<file path="src/rtl/pl_pkg.sv">
// Shared constants for the handshaked pipeline stage register family.
package pl_pkg;

   localparam int PL_DATA_W = 32;
   localparam int PL_CNT_W  = 16;

   localparam logic [1:0] OCC_EMPTY = 2'd0;
   localparam logic [1:0] OCC_ONE   = 2'd1;
   localparam logic [1:0] OCC_FULL  = 2'd2;

endpackage

</file>
<file path="src/rtl/pl_sat_counter.sv">
// Saturating up-counter with synchronous clear; clear beats increment.
module pl_sat_counter
   import pl_pkg::*;
#(
   parameter int W = PL_CNT_W
) (
   input  logic         clk,
   input  logic         rst_n,
   input  logic         inc,
   input  logic         clr,
   output logic [W-1:0] cnt
);

   logic [W-1:0] cnt_q;
   logic [W-1:0] cnt_d;

   always_comb begin
      cnt_d = cnt_q;
      if (clr) begin
         cnt_d = '0;
      end else if (inc && (cnt_q != {W{1'b1}})) begin
         cnt_d = cnt_q + {{(W-1){1'b0}}, 1'b1};
      end
   end

   always_ff @(posedge clk or negedge rst_n) begin
      if (!rst_n) begin
         cnt_q <= '0;
      end else begin
         cnt_q <= cnt_d;
      end
   end

   assign cnt = cnt_q;

endmodule

</file>
<file path="src/rtl/pl_stage_hs.sv">
// Valid/ready pipeline stage register with optional skid entry, flush and
// a saturating stall-cycle counter. Outputs come straight from the main entry.
module pl_stage_hs
   import pl_pkg::*;
#(
   parameter int DATA_W = PL_DATA_W,
   parameter int SKID   = 1,
   parameter int CNT_W  = PL_CNT_W
) (
   input  logic              clk,
   input  logic              rst_n,
   input  logic              flush_i,
   input  logic              in_valid,
   output logic              in_ready,
   input  logic [DATA_W-1:0] in_data,
   output logic              out_valid,
   input  logic              out_ready,
   output logic [DATA_W-1:0] out_data,
   output logic [1:0]        occupancy,
   output logic [CNT_W-1:0]  stall_cnt,
   input  logic              cnt_clr
);

   logic              main_v_q, main_v_d;
   logic              skid_v_q, skid_v_d;
   logic [DATA_W-1:0] main_data_q, main_data_d;
   logic [DATA_W-1:0] skid_data_q, skid_data_d;
   logic              up_xfer;
   logic              dn_xfer;

   always_comb begin
      if (SKID != 0) begin
         in_ready = !skid_v_q;
      end else begin
         in_ready = !main_v_q || out_ready;
      end
   end

   assign up_xfer = in_valid && in_ready;
   assign dn_xfer = main_v_q && out_ready;

   always_comb begin
      main_v_d    = main_v_q;
      skid_v_d    = skid_v_q;
      main_data_d = main_data_q;
      skid_data_d = skid_data_q;
      // Flush drops valids only; payload flops keep their stale contents.
      if (flush_i) begin
         main_v_d = 1'b0;
         skid_v_d = 1'b0;
      end else if (SKID == 0) begin
         if (up_xfer) begin
            main_v_d    = 1'b1;
            main_data_d = in_data;
         end else if (dn_xfer) begin
            main_v_d = 1'b0;
         end
      end else begin
         // in_ready is low whenever skid is full, so no upstream load here.
         if (dn_xfer && skid_v_q) begin
            main_data_d = skid_data_q;
            skid_v_d    = 1'b0;
         end else if (up_xfer && (!main_v_q || dn_xfer)) begin
            main_v_d    = 1'b1;
            main_data_d = in_data;
         end else if (up_xfer) begin
            skid_v_d    = 1'b1;
            skid_data_d = in_data;
         end else if (dn_xfer) begin
            main_v_d = 1'b0;
         end
      end
   end

   always_ff @(posedge clk or negedge rst_n) begin
      if (!rst_n) begin
         main_v_q    <= 1'b0;
         skid_v_q    <= 1'b0;
         main_data_q <= '0;
         skid_data_q <= '0;
      end else begin
         main_v_q    <= main_v_d;
         skid_v_q    <= skid_v_d;
         main_data_q <= main_data_d;
         skid_data_q <= skid_data_d;
      end
   end

   always_comb begin
      unique case ({main_v_q, skid_v_q})
         2'b00:   occupancy = OCC_EMPTY;
         2'b11:   occupancy = OCC_FULL;
         default: occupancy = OCC_ONE;
      endcase
   end

   assign out_valid = main_v_q;
   assign out_data  = main_data_q;

   pl_sat_counter #(
      .W(CNT_W)
   ) u_stall_cnt (
      .clk  (clk),
      .rst_n(rst_n),
      .inc  (main_v_q && !out_ready),
      .clr  (cnt_clr),
      .cnt  (stall_cnt)
   );

endmodule

</file>
<file path="config.mk">
export PLATFORM = sky130hd
export DESIGN_NAME = pl_stage_hs
export DESIGN_NICKNAME = d
export VERILOG_FILES = /design/src/rtl/pl_pkg.sv /design/src/rtl/pl_sat_counter.sv /design/src/rtl/pl_stage_hs.sv
export SDC_FILE = /design/constraint.sdc
export NUM_CORES = 1
export LEC_CHECK = 0
export ABC_AREA = 1
export CORE_MARGIN = 5
export CORE_UTILIZATION = 55
export CTS_BUF_LIST = sky130_fd_sc_hd__clkbuf_16
export DETAILED_ROUTE_END_ITERATION = 10
export PLACE_DENSITY = 0.85
export SLEW_MARGIN = 20
export SYNTH_ARGS = -nofsm -noshare
export SYNTH_HDL_FRONTEND = slang
export SYNTH_HIERARCHICAL = 1
export SYNTH_SLANG_ARGS = --single-unit
</file>
<file path="constraint.sdc">
create_clock -name clk -period 3.8 [get_ports clk]
set_clock_uncertainty 0.05 [all_clocks]
set_input_delay 0.76 -clock clk [delete_from_list [all_inputs] [get_ports clk]]
set_output_delay 0.76 -clock clk [all_outputs]
set_load 0.02 [all_outputs]
</file>
Figure 1. M1 wires (run 1).
Supply wires on this layer in grey.
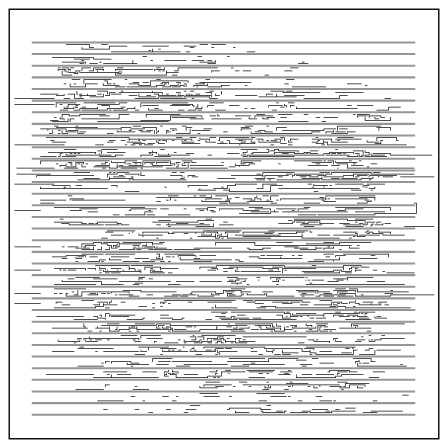
- main direction: horizontal
- share of all routed wire: 43%
- nets with wire on the layer: 592
via count: 3871
Post-Route WL: 10800 um
met1 usage: 31.0%

Figure 2. Metal 2 (run 1).
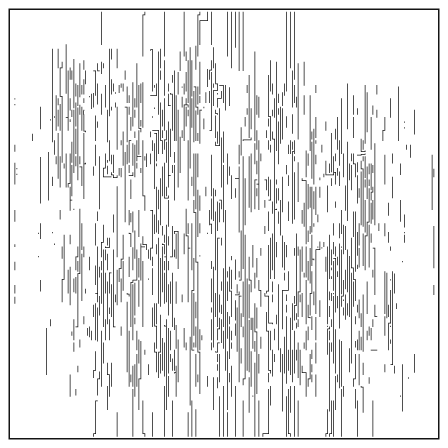
- main direction: vertical
- longest straight run: 37.4 um
met2 Use GR: 36.5%

==> run summary, run 1 <==
WP depth: 3
period utilization: 73.4%
logic area: 1980 um^2
inverter count: 50
Fill cells: 623
comb pwr: 589 uW
largest net degree at the start of global routing: 83
H-tree levels: 3
crit path capture type: output pin
hold slack: 0.419 ns
hold path depth: 2
Die H: 100 um
nonclk buf count: 96
RSZ-0062 raised after global routing: no
Max VDD drop: 279 uV
boundary pin count: 90
Post-synth EDFFs: 0
Max Slew Vio Count: 0
TritonCTS Buffers: 9
Critical Path Start Type: flip-flop
crit path from: skid_v_q$_DFFE_PN0P_
CTS Root Cell: clkbuf_16
reg2reg end: out_data[5]$_DFFE_PN0P_
die x size: 100 um
combinational share of power: 24.0%
status: complete, no violations
nets: 660
Register Area: 2050 um^2
Synth top area share: 46.0%
GRT Total Usage: 22.5%
Flops: 82
final hold vios: 0
DP Area: 5290 um^2
yosys stat chip area: 4460 um^2
HP Start: out_data[16]$_DFFE_PN0P_
Synth cell types: 29
layout cells sized above 1: 15.6%
Required @ worst endpoint: 2.99 ns
Synth Flop Type: dfrtp_1
GR peak layer: met2
highest clock rate: 358 MHz
Figure 3. Met3 routing (run 1).
Scale bar: 20 um. Cells faint in the background.
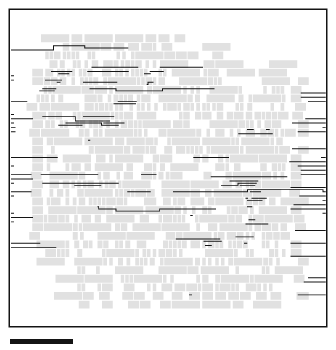
- main direction: horizontal
- share of all routed wire: 7.3%
- wire length on this layer: 783 um
M3 GR Usage: 4.86%

Figure 4. Clock routing (run 1).
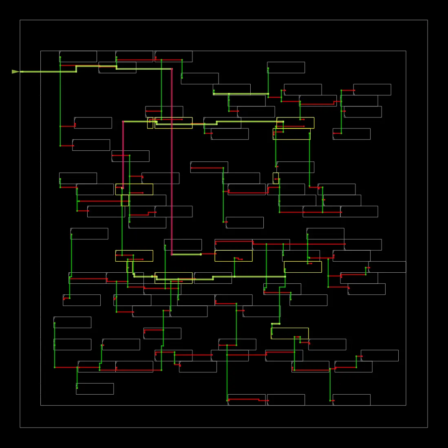

--- run 2 (diff from run 1) ---
--- a/config.mk
+++ b/config.mk
@@ -7,10 +7,10 @@
 export LEC_CHECK = 0
 export ABC_AREA = 1
 export CORE_MARGIN = 5
-export CORE_UTILIZATION = 55
+export CORE_UTILIZATION = 47
 export CTS_BUF_LIST = sky130_fd_sc_hd__clkbuf_16
 export DETAILED_ROUTE_END_ITERATION = 10
-export PLACE_DENSITY = 0.85
+export PLACE_DENSITY = 0.77
 export SLEW_MARGIN = 20
 export SYNTH_ARGS = -nofsm -noshare
 export SYNTH_HDL_FRONTEND = slang
==> constraint.sdc (replaced) <==
create_clock -name clk -period 2.3 [get_ports clk]
set_clock_uncertainty 0.05 [all_clocks]
set_input_delay 0.46 -clock clk [delete_from_list [all_inputs] [get_ports clk]]
set_output_delay 0.46 -clock clk [all_outputs]
set_load 0.02 [all_outputs]
Figure 5. Clock routing (run 2).
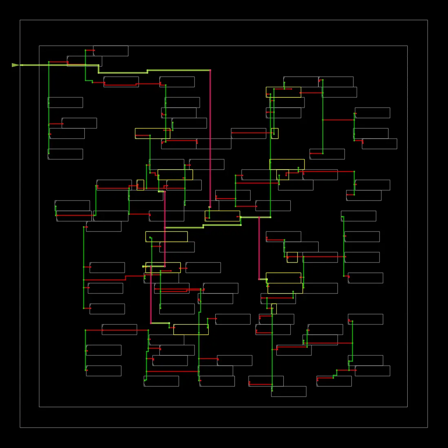
Clk. pwr: 1370 uW
Skew-Pair Late Insertion Delay: 0.33 ns
TritonCTS Buffers: 9
final-layout clock buffer total: 9
clock sink count: 82

Figure 6. Metal 2 (run 2).
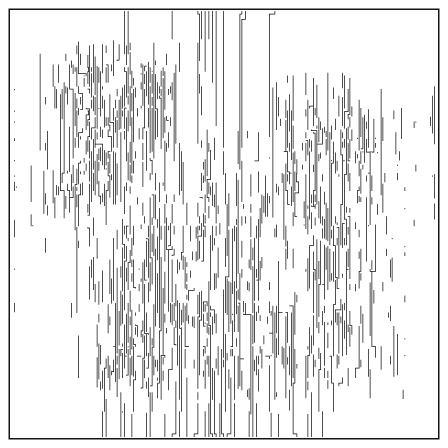
- wire length on this layer: 5530 um
- longest straight run: 38.9 um
- main direction: vertical
met2 Use GR: 32.6%
via count: 3955
Post-Route WL: 11000 um

==> run 2 against run 1 <==
Effect of this change:
- non-clock buffer count grew 10
- combinational power up about 70%
- die size rose by 15%
- area after synthesis is the same
- cell count rose by 5.4%
- largest cell class unchanged
==> run summary, run 2 <==
status: complete, no violations (unchanged)
logic area: 1980 um^2 (unchanged)
1st-iter DRT viols: 159 (was 232)
ys async rst share: 100% (unchanged)
switching share of total power: 29.5% (was 29.8%)
crit path capture type: output pin (unchanged)
number of global-route vias before repair: 3802 (was 3866)
combinational share of power: 23.6% (was 24.0%)
period utilization: 95.1%
CTS Root Cell: clkbuf_16 (unchanged)
Post-synth EDFFs: 0 (unchanged)
nonclk buf count: 106 (was 96)
WL met3: 614 um (was 783 um)
top routing layer used: met4 (unchanged)
Register Area: 2050 um^2 (unchanged)
nets: 670 (was 660)
Pint: 2990 uW (was 1720 uW)
cells resized by post-CTS repair: 0 (unchanged)
reg2reg end: out_data[31]$_DFFE_PN0P_ (was out_data[5]$_DFFE_PN0P_)
hold path depth: 2 (unchanged)
core area: 9240 um^2 (was 7810 um^2)
pre-CTS setup slack: 0.113 ns (was 0.919 ns)
clock power share: 32.3% (was 29.8%)
setup total negative slack: 0 ns (unchanged)
Synth cell types: 29 (unchanged)
Adder-Cell Fraction of Synth Area: 0.561% (unchanged)
synth cell count leaders: nand2_1 (190), dfrtp_1 (82), inv_1 (45), nand3_1 (45), nand4_1 (41) (unchanged)
GRT Total Usage: 19.5% (was 22.5%)
layout cells sized above 1: 17.4% (was 15.6%)
PwrDens: 739 nW/um^2 (was 443 nW/um^2)
Die H: 107 um (was 100 um)
H-tree levels: 3 (unchanged)
max incr delay on CP: 0.66 ns (was 0.65 ns)
Seq area share: 35.7% (was 37.1%)
crit path from: out_valid$_DFFE_PN0P_ (was skid_v_q$_DFFE_PN0P_)
Seq share, synth: 46.0% (unchanged)
yosys stat chip area: 4460 um^2 (unchanged)
Flops: 82 (unchanged)
FP Util: 48.3% (was 57.1%)
boundary pin count: 90 (unchanged)
die x size: 107 um (was 100 um)
end of the critical path: out_valid (was in_ready)
drt first pass iters: 4 (was 6)
Routed met1 length: 4740 um (was 4640 um)
Crit path max-delay family: buffers and inverters (unchanged)
Worst Max-Slew Pin Slew: 0.503 ns (was 0.885 ns)
tool warning count: 26 (unchanged)
largest net degree at the start of global routing: 42 (was 83)
CTS clk-pin slew, worst paths: 0.06 ns (about the same)
Required @ worst endpoint: 1.79 ns (was 2.99 ns)
GR peak layer: met2 (unchanged)
Largest cell class: sequential cells (unchanged)
R2R Setup Slk: 0.50 ns (was 1.56 ns)
Dominant comb cell: simple AND/OR/NAND/NOR gates (unchanged)
drt drc: 0 (unchanged)
max_cap viols: 0 (unchanged)
hold slack: 0.418 ns (was 0.419 ns)
Slowest cell on crit path: clkdlybuf4s50_1 (was dfrtp_1)
critical path, cell by cell: buf_6, clkdlybuf4s50_1 (was buf_4, inv_1, clkdlybuf4s50_1)
Die Area: 11500 um^2 (was 10000 um^2)
Max Slew Vio Count: 0 (unchanged)
comb pwr: 1000 uW (was 589 uW)
final antenna-violating net count: 0 (unchanged)
first-pass GRT wire length: 18200 um (was 18500 um)
Seq. pwr: 1870 uW (was 1130 uW)
WP depth: 2 (was 3)
post-CTS setup buffers: 0 (unchanged)
MUX area fraction: 0% (unchanged)
hold endpoint: out_data[5]$_DFFE_PN0P_ (was out_data[16]$_DFFE_PN0P_)
min Tclk post-route: 2.19 ns
most common logic cells in the final layout: nand2_1 (190), clkdlybuf4s50_1 (88), dfrtp_1 (82) (unchanged)
Mapped Area: 4460 um^2 (unchanged)
Synth top area share: 46.0% (unchanged)
Synth Flop Type: dfrtp_1 (unchanged)
DP Area: 5450 um^2 (was 5290 um^2)
CTS tree: yes (unchanged)
utilization after layout: 62.2% (was 70.9%)
HP Start: out_data[5]$_DFFE_PN0P_ (was out_data[16]$_DFFE_PN0P_)
critical path arrival: 1.68 ns (was 1.98 ns)
Critical Path Start Type: flip-flop (unchanged)
Max VDD drop: 332 uV (was 279 uV)
yosys simple share: 34.8% (unchanged)
highest clock rate: 457 MHz
met1 usage: 25.4% (was 31.0%)
vias per cell: 5.18 (was 5.35)
# Taps: 129 (was 102)
final hold vios: 0 (unchanged)
inverter count: 50 (unchanged)
RSZ-0062 raised after global routing: no (unchanged)
Fill cells: 789 (was 623)
Figure 7. Met3 routing (run 2).
Scale bar: 20 um. Cells faint in the background.
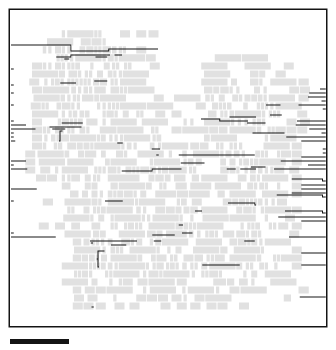
- main direction: horizontal
- longest straight run: 25.5 um
- wire length on this layer: 614 um
- nets with wire on the layer: 77
- share of all routed wire: 5.6%
M3 GR Usage: 3.42%

Figure 8. M1 wires (run 2).
Supply wires on this layer in grey.
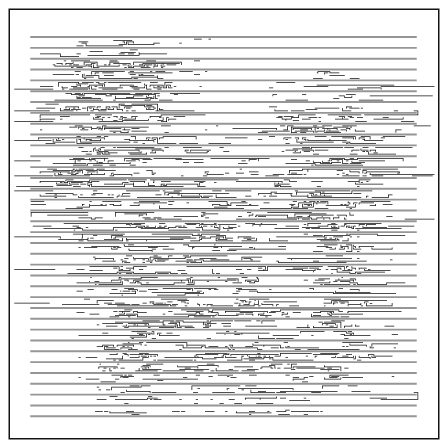

--- run 3 (diff from run 2) ---
--- a/config.mk
+++ b/config.mk
@@ -9,9 +9,11 @@
 export CORE_MARGIN = 5
 export CORE_UTILIZATION = 47
 export CTS_BUF_LIST = sky130_fd_sc_hd__clkbuf_16
+export CTS_CLUSTER_SIZE = 16
 export DETAILED_ROUTE_END_ITERATION = 10
+export MAX_ROUTING_LAYER = met4
 export PLACE_DENSITY = 0.77
-export SLEW_MARGIN = 20
+export SLEW_MARGIN = 0
 export SYNTH_ARGS = -nofsm -noshare
 export SYNTH_HDL_FRONTEND = slang
 export SYNTH_HIERARCHICAL = 1
Figure 9. M1 wires (run 3).
Supply wires on this layer in grey.
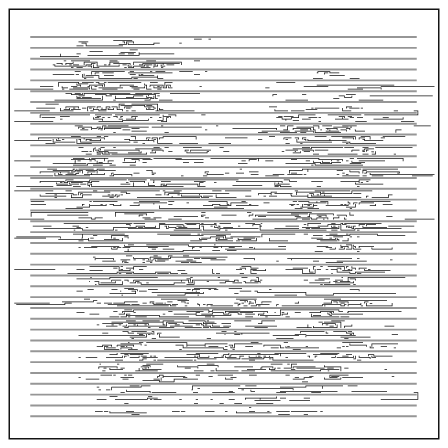
- nets with wire on the layer: 604
- share of all routed wire: 43%
- longest straight run: 27.1 um
- main direction: horizontal
- wire length on this layer: 4790 um
met1 usage: 25.6%
Post-Route WL: 11000 um
via count: 3937

Figure 10. Clock routing (run 3).
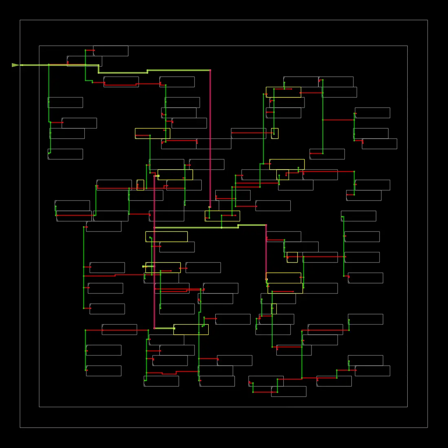
Flops: 82

==> run 3 against run 2 <==
Effect of this change:
- core utilization is the same
- hold slack hardly changed
- non-clock buffer count unchanged
- area after synthesis did not move
- via count shrank 0.46%
- register-to-register slack about the same
- die size unchanged
- synthesized cell count unchanged
- wire length grew 0.25%
- design area did not move
- critical path type unchanged
- largest power group unchanged
==> run summary, run 3 <==
Required @ worst endpoint: 1.79 ns (about the same)
clock sink count: 82 (unchanged)
Routed met1 length: 4790 um (was 4740 um)
number of global-route vias before repair: 3798 (was 3802)
M3 GR Usage: 3.18% (was 3.42%)
cells resized by post-CTS repair: 0 (unchanged)
critical path arrival: 1.66 ns (was 1.68 ns)
hold path depth: 2 (unchanged)
Critical Path Start Type: flip-flop (unchanged)
reg2reg end: out_data[31]$_DFFE_PN0P_ (unchanged)
status: complete, no violations (unchanged)
layout cells sized above 1: 17.4% (unchanged)
boundary pin count: 90 (unchanged)
CTS clk-pin slew, worst paths: 0.06 ns (about the same)
Die Area: 11500 um^2 (unchanged)
Max Slew Vio Count: 0 (unchanged)
Slowest cell on crit path: clkdlybuf4s50_1 (unchanged)
nonclk buf count: 106 (unchanged)
# Taps: 129 (unchanged)
drt first pass iters: 4 (unchanged)
hold slack: 0.417 ns (was 0.418 ns)
TritonCTS Buffers: 9 (unchanged)
tool warning count: 26 (unchanged)
Skew-Pair Late Insertion Delay: 0.33 ns (about the same)
GRT Total Usage: 20.0% (was 19.5%)
final antenna-violating net count: 0 (unchanged)
Worst Max-Slew Pin Slew: 0.503 ns (about the same)
switching share of total power: 29.5% (about the same)
R2R Setup Slk: 0.50 ns (about the same)
post-CTS setup buffers: 0 (unchanged)
die x size: 107 um (unchanged)
Mapped Area: 4460 um^2 (unchanged)
Pint: 2990 uW (about the same)
Dominant comb cell: simple AND/OR/NAND/NOR gates (unchanged)
drt drc: 0 (unchanged)
Seq. pwr: 1870 uW (about the same)
yosys stat chip area: 4460 um^2 (unchanged)
critical path, cell by cell: buf_6, clkdlybuf4s50_1 (unchanged)
DP Area: 5450 um^2 (unchanged)
setup total negative slack: 0 ns (unchanged)
end of the critical path: out_valid (unchanged)
Synth Flop Type: dfrtp_1 (unchanged)
clock power share: 32.3% (about the same)
Figure 11. Gate families picked out (run 3).
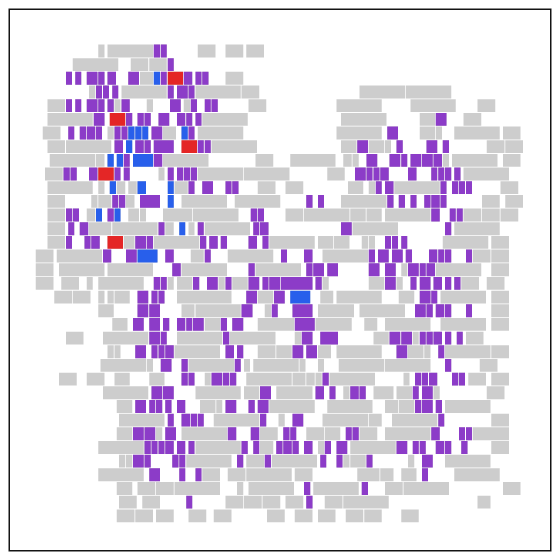
- xor and xnor cells: red (cells 5; most used xor2_1; where north-west)
- nand cells: purple (cells 313; most used nand2_1)
- nor cells: blue (cells 18; most used nor2_1)
Commonest Layout Cell: nand2_1
Final Non-Filler Cells: 763
multi-input combinational area share: 34.4%

Power is estimated from default activity; no workload was simulated.
